$ cat src/rtl/adder_pipe_if.sv
`default_nettype none
// ============================================================================
//  Module      : adder_pipe_if
//  Description : Streaming bus for adder_pipe. It carries the operand beat
//                (in_valid/in_ready, in0, in1, sub, sat) and the result beat
//                (out_valid/out_ready, out, carry, ovf).
//                master = producer/consumer side, slave = adder side.
//  Revision    : 1.0 - initial release
// ============================================================================
interface adder_pipe_if #(
    parameter int WIDTH = 8
);
    logic             in_valid;
    logic             in_ready;
    logic [WIDTH-1:0] in0;
    logic [WIDTH-1:0] in1;
    logic             sub;
    logic             sat;
    logic             out_valid;
    logic             out_ready;
    logic [WIDTH-1:0] out;
    logic             carry;
    logic             ovf;

    modport master (
        output in_valid, in0, in1, sub, sat, out_ready,
        input  in_ready, out_valid, out, carry, ovf
    );

    modport slave (
        input  in_valid, in0, in1, sub, sat, out_ready,
        output in_ready, out_valid, out, carry, ovf
    );
endinterface
`default_nettype wire

$ cat src/rtl/adder_pipe.sv
`default_nettype none
// ============================================================================
//  Module      : adder_pipe
//  Description : Pipelined add/subtract of two WIDTH-bit operands. The carry
//                chain is cut into STAGES equal slices with a register after
//                each slice. Unsigned saturation is optional. Both sides use
//                a valid/ready handshake.
//  Ports       : clk - rising-edge clock
//                rst - asynchronous active-high reset
//                bus - adder_pipe_if.slave (operand beat in, result beat out)
//  Revision    : 1.0 - initial release
// ============================================================================
module adder_pipe #(
    parameter int WIDTH  = 8,
    parameter int STAGES = 2
) (
    input  logic        clk,
    input  logic        rst,
    adder_pipe_if.slave bus
);
    localparam int c_w    = WIDTH / STAGES;                 // slice width
    localparam int c_last = STAGES - 1;                     // output stage index
    localparam int c_nreg = (STAGES > 1) ? STAGES - 1 : 1;  // inter-stage regs
    localparam logic [WIDTH-1:0] c_ones = '1;

    generate
        if ((STAGES < 1) || ((WIDTH % STAGES) != 0)) begin : g_bad_params
            $error("adder_pipe: WIDTH must be a multiple of STAGES, and STAGES must be at least 1");
        end
    endgenerate

    // Inputs presented to each stage's slice adder.
    logic             w_vld   [STAGES];
    logic [WIDTH-1:0] w_a     [STAGES];
    logic [WIDTH-1:0] w_b     [STAGES];  // effective B (already inverted for sub)
    logic [WIDTH-1:0] w_sum   [STAGES];  // lower result slices done so far
    logic             w_cy    [STAGES];
    logic             w_sub   [STAGES];
    logic             w_sat   [STAGES];
    // Outputs of each stage's slice adder.
    logic [WIDTH-1:0] w_sum_n [STAGES];
    logic             w_cy_n  [STAGES];

    // Registers between stage k and stage k+1 (k < STAGES-1).
    logic             r_vld [c_nreg];
    logic [WIDTH-1:0] r_a   [c_nreg];
    logic [WIDTH-1:0] r_b   [c_nreg];
    logic [WIDTH-1:0] r_sum [c_nreg];
    logic             r_cy  [c_nreg];
    logic             r_sub [c_nreg];
    logic             r_sat [c_nreg];

    logic             r_out_valid;
    logic [WIDTH-1:0] r_out;
    logic             r_carry;
    logic             r_ovf;

    // A held result freezes the whole pipe, bubbles included.
    logic w_stall;
    assign w_stall      = r_out_valid && !bus.out_ready;
    assign bus.in_ready = !w_stall;

    generate
        for (genvar k = 0; k < STAGES; k++) begin : g_stage
            localparam logic [WIDTH-1:0] c_mask = (c_ones >> (WIDTH - c_w)) << (k * c_w);
            logic [c_w:0] w_slice;

            if (k == 0) begin : g_first
                // Subtraction is A + ~B + 1: invert B and feed sub in as the carry.
                assign w_vld[k] = bus.in_valid && !w_stall;
                assign w_a[k]   = bus.in0;
                assign w_b[k]   = bus.sub ? ~bus.in1 : bus.in1;
                assign w_sum[k] = '0;
                assign w_cy[k]  = bus.sub;
                assign w_sub[k] = bus.sub;
                assign w_sat[k] = bus.sat;
            end else begin : g_next
                assign w_vld[k] = r_vld[k-1];
                assign w_a[k]   = r_a[k-1];
                assign w_b[k]   = r_b[k-1];
                assign w_sum[k] = r_sum[k-1];
                assign w_cy[k]  = r_cy[k-1];
                assign w_sub[k] = r_sub[k-1];
                assign w_sat[k] = r_sat[k-1];
            end

            assign w_slice = {1'b0, w_a[k][k*c_w +: c_w]}
                           + {1'b0, w_b[k][k*c_w +: c_w]}
                           + {{c_w{1'b0}}, w_cy[k]};
            // Put this stage's slice into the partial sum and keep the lower slices.
            assign w_sum_n[k] = (w_sum[k] & ~c_mask)
                              | (WIDTH'(w_slice[c_w-1:0]) << (k * c_w));
            assign w_cy_n[k]  = w_slice[c_w];
        end
    endgenerate

    // Result and flags of the final stage.
    logic [WIDTH-1:0] w_raw;
    logic             w_cout;
    logic             w_ovf;
    logic [WIDTH-1:0] w_res;

    assign w_raw  = w_sum_n[c_last];
    assign w_cout = w_cy_n[c_last];
    assign w_ovf  = (w_a[c_last][WIDTH-1] == w_b[c_last][WIDTH-1])
                 && (w_raw[WIDTH-1] != w_a[c_last][WIDTH-1]);

    // Saturation changes only the data. carry and ovf still describe the raw sum.
    always_comb begin
        w_res = w_raw;
        if (w_sat[c_last]) begin
            if (!w_sub[c_last] && w_cout) begin
                w_res = '1;
            end else if (w_sub[c_last] && !w_cout) begin
                w_res = '0;
            end
        end
    end

    always_ff @(posedge clk or posedge rst) begin
        if (rst) begin
            for (int i = 0; i < c_nreg; i++) begin
                r_vld[i] <= 1'b0;
                r_a[i]   <= '0;
                r_b[i]   <= '0;
                r_sum[i] <= '0;
                r_cy[i]  <= 1'b0;
                r_sub[i] <= 1'b0;
                r_sat[i] <= 1'b0;
            end
            r_out_valid <= 1'b0;
            r_out       <= '0;
            r_carry     <= 1'b0;
            r_ovf       <= 1'b0;
        end else if (!w_stall) begin
            for (int i = 0; i < c_last; i++) begin
                r_vld[i] <= w_vld[i];
                r_a[i]   <= w_a[i];
                r_b[i]   <= w_b[i];
                r_sum[i] <= w_sum_n[i];
                r_cy[i]  <= w_cy_n[i];
                r_sub[i] <= w_sub[i];
                r_sat[i] <= w_sat[i];
            end
            r_out_valid <= w_vld[c_last];
            // A bubble leaves the last result on out/carry/ovf.
            if (w_vld[c_last]) begin
                r_out   <= w_res;
                r_carry <= w_cout;
                r_ovf   <= w_ovf;
            end
        end
    end

    assign bus.out_valid = r_out_valid;
    assign bus.out       = r_out;
    assign bus.carry     = r_carry;
    assign bus.ovf       = r_ovf;

endmodule
`default_nettype wire
$ cat src/flat_wrapper.sv
// flat-port wrapper written by rule: the top's interface ports become plain ports
module adder_pipe_flat 
#(
    parameter int WIDTH  = 8,
    parameter int STAGES = 2
)
  (clk, rst, bus_in_valid, bus_in0, bus_in1, bus_sub, bus_sat, bus_out_ready, bus_in_ready, bus_out_valid, bus_out, bus_carry, bus_ovf);
  adder_pipe_if #(.WIDTH(WIDTH)) bus_i ();
  input  logic clk;
  input  logic rst;
  input wire logic [$bits(bus_i.in_valid)-1:0] bus_in_valid;
  input wire logic [$bits(bus_i.in0)-1:0] bus_in0;
  input wire logic [$bits(bus_i.in1)-1:0] bus_in1;
  input wire logic [$bits(bus_i.sub)-1:0] bus_sub;
  input wire logic [$bits(bus_i.sat)-1:0] bus_sat;
  input wire logic [$bits(bus_i.out_ready)-1:0] bus_out_ready;
  output wire logic [$bits(bus_i.in_ready)-1:0] bus_in_ready;
  output wire logic [$bits(bus_i.out_valid)-1:0] bus_out_valid;
  output wire logic [$bits(bus_i.out)-1:0] bus_out;
  output wire logic [$bits(bus_i.carry)-1:0] bus_carry;
  output wire logic [$bits(bus_i.ovf)-1:0] bus_ovf;
  assign bus_i.in_valid = bus_in_valid;
  assign bus_i.in0 = bus_in0;
  assign bus_i.in1 = bus_in1;
  assign bus_i.sub = bus_sub;
  assign bus_i.sat = bus_sat;
  assign bus_i.out_ready = bus_out_ready;
  assign bus_in_ready = bus_i.in_ready;
  assign bus_out_valid = bus_i.out_valid;
  assign bus_out = bus_i.out;
  assign bus_carry = bus_i.carry;
  assign bus_ovf = bus_i.ovf;
  adder_pipe #(.WIDTH(WIDTH), .STAGES(STAGES)) u_core (.clk(clk), .rst(rst), .bus(bus_i));
endmodule
$ cat config.mk
export PLATFORM = sky130hd
export DESIGN_NAME = adder_pipe_flat
export DESIGN_NICKNAME = d
export VERILOG_FILES = /design/src/rtl/adder_pipe_if.sv /design/src/rtl/adder_pipe.sv /design/src/flat_wrapper.sv
export SDC_FILE = /design/constraint.sdc
export NUM_CORES = 1
export LEC_CHECK = 0
export CAP_MARGIN = 0
export CORE_ASPECT_RATIO = 1.5
export CORE_MARGIN = 8
export CORE_UTILIZATION = 46
export CTS_BUF_LIST = sky130_fd_sc_hd__clkbuf_8
export DETAILED_ROUTE_END_ITERATION = 10
export GPL_TIMING_DRIVEN = 0
export PLACE_DENSITY = 0.77
export SETUP_SLACK_MARGIN = 0.4
export SLEW_MARGIN = 0
export SYNTH_ARGS = -nofsm -noshare
export SYNTH_HDL_FRONTEND = slang
export SYNTH_SLANG_ARGS = --single-unit
$ cat constraint.sdc
create_clock -name clk -period 1.9 [get_ports clk]
set_input_delay 0.38 -clock clk [delete_from_list [all_inputs] [get_ports clk]]
set_output_delay 0.38 -clock clk [all_outputs]
set_load 0.005 [all_outputs]
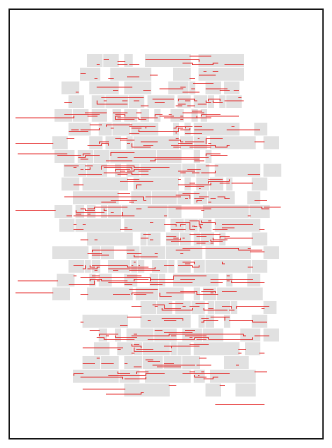
run_1/met1.png
Cells faint in the background.
main direction	horizontal
longest straight run	22.5 um
share of all routed wire	37%

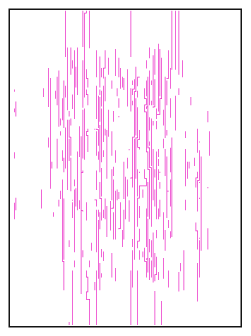
run_1/met2.png
main direction	vertical
wire length on this layer	1880 um
nets with wire on the layer	198
longest straight run	42.2 um

==> run summary, run 1 <==
run results: failing checks=setup timing, IO Pins=34, WP depth=9, Non-clock buffering overhead=24.6%, Routed WL per cell=14.5 um, GRT overflow=0, first-pass GRT wire length=5460 um, Port Buf Inserts=32, Cell Type Count=24, CTS resizes=around 46, clk slew on worst S/H paths=0.09 ns, Critical Path RT=2.08 ns, post-synthesis chip area from yosys=1450 sq um, r2r setup slk=-0.07 ns, area delta synth->final=46.2%, synth cell count leaders=dfrtp_1, nor2_1, nand2_1, Worst setup EP type=register, crit-path max cell delay=~0.40 ns, Data arrival, critical path=2.14 ns, Inverters=4, Yosys Warn Count=0, max reg flops=8, Post-CTS Setup Inserts=11, row count=25, VDD IR max=approximately 0.55 mV, Detailed Route WL=about 3300 um, Slew Limit Headroom=31.9%, comb_multi_in=just under 100, top-count cell post-synth=dfrtp_1, Core Util at FP=46.9%, worst-case reg-to-reg path depth=9, crit-path max FO=7, PwrDens=1010 nW/um^2, ant diodes=0, Post-synth ARST share=100%, worst setup margin=-0.0683 ns, Achievable Freq=508 MHz, Slowest cell on crit path=dfrtp_1, WHS Endpoint=u_core.r_sub$_DFFE_PP0N_, area leader, netlist=dfrtp_1, top_reg_cell synth=dfrtp_1, Comb/total area=a little under two fifths, TAP cells=40, CP Cell Sequence=fa_2 -> inv_2 -> fa_2 -> nand2b_4 -> o2bb2ai_4 -> nor2b_1 -> buf_4 -> nor2_1 -> o31ai_1, Setup-failing EPs final=8, post-synthesis instance total=136, flop share of the area=31.8%, most instantiated logic cell after routing=dfrtp_1, fa+ha+maj area frac=a little under a tenth, CP startpoint=u_core.r_cy$_DFFE_PP0N_, CP dominant cell by count=fa_2, outcome=finished, violations left, # hold bufs at CTS=0, Tot GR Track Use=a little over an eighth, Top class by area=multi-input combinational cells, capture point of the worst reg-to-reg path=u_core.bus.out[0]$_DFFE_PP0P_, main logic family after synthesis=AND-OR/OR-AND gates, CTS Root Cell=clkbuf_8, # clk buffers=3, sequential share of the synthesized area=46.6%, ys cells=roughly 140, register area=676 sq um, ao+oa area frac=roughly 16%, CP startpoint kind=register, Layout clock area frac=2.18%, Synth Area in Simple Gates=9.14%, Crit path max-delay family=adder cells, Mapped Area=approximately 1500 sq um, Final period util=104%, Seq cells=27, fin nets=222, worst min path class=input pin to register, max-slew violations=0, share of layout cells above drive strength 1=28.9%, Die Height=84.8 um, worst-margin pin slew=1.02 ns, vias in the first global route=1250, Placer Congestion=0.838, Pre-antenna DRT Iters=4
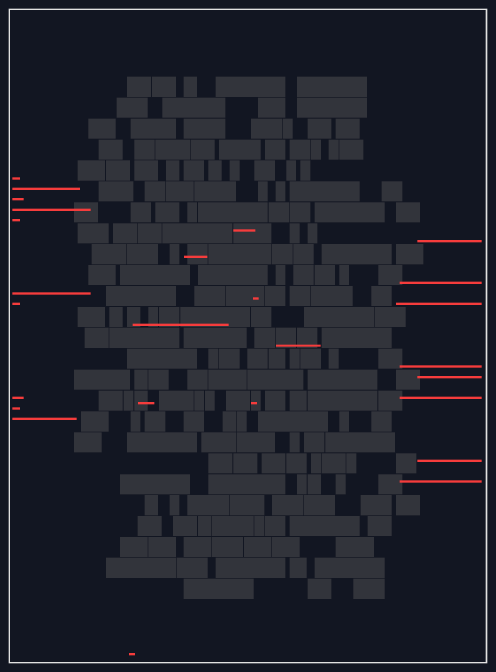
run_1/met3.png
Cells faint in the background.
main direction	horizontal
wire length on this layer	143 um
longest straight run	12.2 um
share of all routed wire	4.3%

run 1: per-layer routing:
metal,vias to the layer above,share of wire (%),GRT usage [%]
met1,568,37,14.4
met4,0,2.0,7.08
met5,-,0,0
met2,29,56,23.9
met3,5,4.3,1.83
li1,570,-,-
run 1: through the flow:
step	utilization, %	TNS, ns	std cells	cell area [sq um]	total power, mW
after floorplan	-	0	136	1510	1.33
after global placement	60.6	-1.24	208	1880	1.65
after detailed placement	60.6	-2.19	208	1880	1.69
after CTS	66.2	-0.483	223	2050	2.08
after global routing	68.5	-1.13	230	2120	2.30
final	68.5	-0.371	230	2120	2.15
run 1: where the power goes:
group / internal [mW] / total [mW] / switching (mW)
sequential: 0.732 / 0.831 / 0.0996
clock: 0.147 / 0.324 / 0.177
combinational: 0.569 / 0.997 / 0.428
total: 1.45 / 2.15 / 0.704
run_1/registers.png
Scale bar: 20 um. Other sequential cells in the stronger gray, the rest of the logic in the fainter gray.
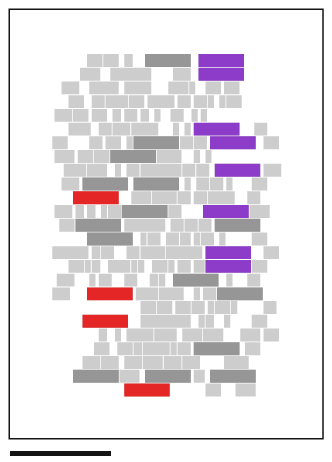

==> run 1 -> run 2 <==
--- a/config.mk
+++ b/config.mk
@@ -8,11 +8,11 @@
 export CAP_MARGIN = 0
 export CORE_ASPECT_RATIO = 1.5
 export CORE_MARGIN = 8
-export CORE_UTILIZATION = 46
+export CORE_UTILIZATION = 47
 export CTS_BUF_LIST = sky130_fd_sc_hd__clkbuf_8
 export DETAILED_ROUTE_END_ITERATION = 10
+export DONT_BUFFER_PORTS = 1
 export GPL_TIMING_DRIVEN = 0
-export PLACE_DENSITY = 0.77
 export SETUP_SLACK_MARGIN = 0.4
 export SLEW_MARGIN = 0
 export SYNTH_ARGS = -nofsm -noshare
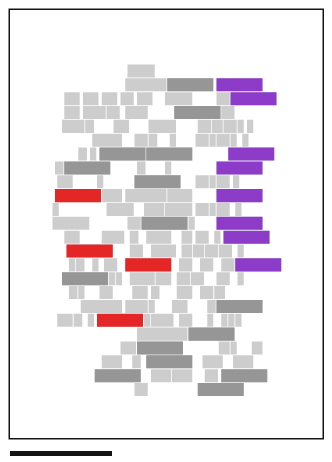
run_2/registers.png
Scale bar: 20 um. Other sequential cells in the stronger gray, the rest of the logic in the fainter gray.
netlist name	color	flops
u_core.bus.out	purple	8
u_core.r_b	red	4
not colored	15

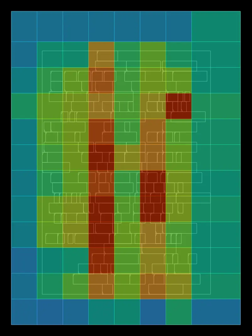
run_2/final_congestion.png
met1 Usage GRT: 13.7%
Final Core Density: 58.0%
Routed WL per cell: 15.5 um
met2 Use GR: 20.3%

==> run 2 against run 1 <==
The flow still finishes with violations (setup timing). Register-to-register slack is essentially flat. Sequential power rose by 3.4%. Area after synthesis stayed put. Utilization is 10 points lower. Via count down 15%. Sequential cell count did not move. First-iteration DRC count down 45%. Critical endpoint is now u_core.bus.out[5]$_DFFE_PP0P_. Highest routed layer unchanged.
==> run summary, run 2 <==
run results: Seq cells=27, clk pwr=0.320 mW, Finished Layout Cells=188, Top class by area=multi-input combinational cells, sequential share of power=46.0%, first-pass GRT wire length=4940 um, clk slew on worst S/H paths=0.09 ns, Yosys Warn Count=0, worst-case reg-to-reg path depth=6, failing checks=setup timing, Data arrival, critical path=2.17 ns, Worst setup EP type=register, Mapped Area=1450 sq um, Slowest cell on crit path=fa_2, # hold bufs at CTS=0, P_sw=0.627 mW, Final period util=103%, top_reg_cell synth=dfrtp_1, Inverters=4, Net Sw Frac=33.6%, CTS Root Cell=clkbuf_8, WP depth=6, Setup-failing EPs final=3, register area=roughly 680 sq um, Int Pwr=1.24 mW, Core Util at FP=49.3%, row count=24, crit-path max FO=2, sequential share of the synthesized area=46.6%, Pre-antenna DRT Iters=4, synth cell count leaders=dfrtp_1, nor2_1, nand2_1, most instantiated logic cell after routing=dfrtp_1, Cell Type Count=24, P_comb=0.689 mW, worst-margin pin slew=1.01 ns, GRT overflow=0, CTS resizes=7, worst setup margin=-0.0616 ns, Layout clock area frac=2.71%, max reg flops=8, Slew Limit Headroom=between 30% and 40%, fin nets=181, crit-path max cell delay=0.44 ns, dpl cell area=1560 sq um, Inst Count DP=175, PwrDens=1090 nW/um^2, post-synthesis instance total=around 140, Placer Congestion=about 0.74, Non-clock buffering overhead=8.06%, Leading power group=registers, capture point of the worst reg-to-reg path=u_core.bus.out[5]$_DFFE_PP0P_, share of layout cells above drive strength 1=between 20% and 30%, vias in the first global route=about 1100, Logic pwr share=36.9%, outcome=finished, violations left, Comb/total area=45.9%, post-synthesis chip area from yosys=about 1500 sq um, r2r setup slk=-0.06 ns, Critical Path RT=2.11 ns
==> run 2: per-layer routing <==
metal	vias to the layer above	GRT usage, %	wire, um
li1	488	-	-
met1	485	13.7	1170
met2	25	20.3	1540
met3	2	3.09	180
met4	0	3.13	19
met5	-	0	0
==> run 2: cells by family (layout without fill, tap and decap cells) <==
group | Yosys count | count (layout) | share of synthesized area, %
AOI/OAI and AO/OA | 34 | 34 | 15.9
and+or+nand+nor | 32 | 32 | 9.14
DFF | 27 | 27 | 46.6
xor gates and xnor gates | 13 | 13 | 7.84
buffers and inverters | 12 | 25 | 3.71
adders and majority gates | 9 | 9 | 9.31
muxes | 9 | 9 | 7.50
run_2/met2.png
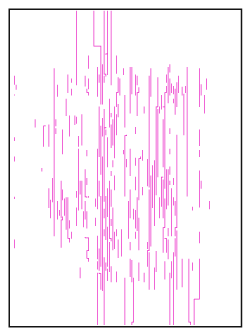

==> run 2 -> run 3 <==
--- a/config.mk
+++ b/config.mk
@@ -13,7 +13,6 @@
 export DETAILED_ROUTE_END_ITERATION = 10
 export DONT_BUFFER_PORTS = 1
 export GPL_TIMING_DRIVEN = 0
-export SETUP_SLACK_MARGIN = 0.4
 export SLEW_MARGIN = 0
 export SYNTH_ARGS = -nofsm -noshare
 export SYNTH_HDL_FRONTEND = slang
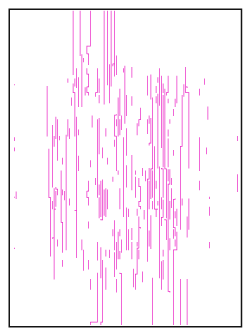
run_3/met2.png
longest straight run	37.4 um
share of all routed wire	53%

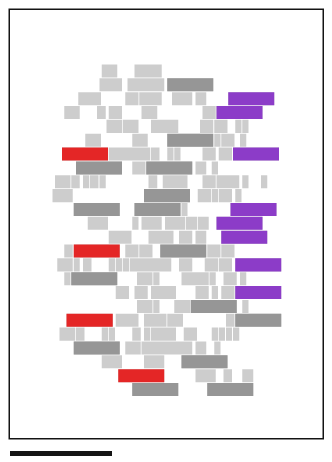
run_3/registers.png
Scale bar: 20 um. Other sequential cells in the stronger gray, the rest of the logic in the fainter gray.
netlist name	color	flops
u_core.r_b	red	4
u_core.bus.out	purple	8
not colored	15
sequential power: 0.853 mW
flop share of the area: 41.0%
Final Core Density: 56.0%
register area: 676 sq um

==> run 3 against run 2 <==
The run still ends with setup timing left. Hold slack got worse by 0.0044 ns. Clock skew decreased by 0.0023 ns. Synthesized cell count did not move. Area after synthesis is the same. Fmax up 2.1%. Total power down 2.3%. Clock power down 2%. Global-route usage unchanged. Die area is the same. Register-to-register slack better by 0.04 ns. Combinational power fell by 4.8%. Critical path type unchanged. Largest power group unchanged. Highest routed layer unchanged.
==> run summary, run 3 <==
run results: ys cells=136, Inst Count DP=roughly 180, Int Pwr=roughly 1.2 mW, sequential share of the synthesized area=46.6%, CP startpoint=u_core.r_cy$_DFFE_PP0N_, max reg flops=8, row count=24, sequential share of power=a little under half, Final period util=101%, area leader, netlist=dfrtp_1, Routed WL per cell=14.9 um, outcome=finished, violations left, P_comb=0.656 mW, worst-case reg-to-reg path depth=9, synth cell count leaders=dfrtp_1, nor2_1, nand2_1, Core Util at FP=49.3%, VDD IR max=0.505 mV, Setup-failing EPs final=6, worst setup margin=-0.0211 ns, highest routed metal layer=met4, fa+ha+maj area frac=a little under a tenth, post-synthesis chip area from yosys=roughly 1500 sq um, XOR Share, Synth=7.84%, Die Height=84.1 um, failing checks=setup timing, most instantiated logic cell after routing=dfrtp_1, GRT busiest layer=met2, crit-path max cell delay=about 0.39 ns, CP Cell Sequence=fa_2 -> inv_2 -> fa_2 -> nand2b_4 -> o2bb2ai_4 -> nor2b_1 -> buf_4 -> nor2_1 -> o31ai_1, Net Sw Frac=33.5%, vias in the first global route=1054, Critical Path RT=roughly 2.1 ns, Leading power group=registers, Achievable Freq=521 MHz, Finished Layout Cells=185
## run 3: cell counts after synthesis
Identical to the previous run, type by type.
## run 3: cell families (layout without fill, tap and decap cells)
family,after synthesis,count (layout)
AND-OR/OR-AND,34,34
XOR/XNOR,13,13
adder cells (fa/ha/maj),9,9
buffers and inverters,12,22
flip-flops,27,27
multiplexers,9,9
AND/OR/NAND/NOR,32,32
## run 3: layout make-up
type	count	area share [%]
Multi-Input combinational cell	97	47.1
Sequential cell	27	41.0
Clock buffer	3	2.51
Inverter	4	0.911
Clock inverter	1	0.228
Tap cell	39	2.96
Timing Repair Buffer	6	2.73
Buffer	8	2.58
## run 3: what timing repair did
action / in CTS / in global routing
gates resized: 11 / 7
hold buffers: 0 / 0
setup endpoints to repair: 8 / 8
setup buffers: 4 / 2
pin swaps: 8 / 3
Power figures rest on the tool's default switching activity, not on a simulated workload.
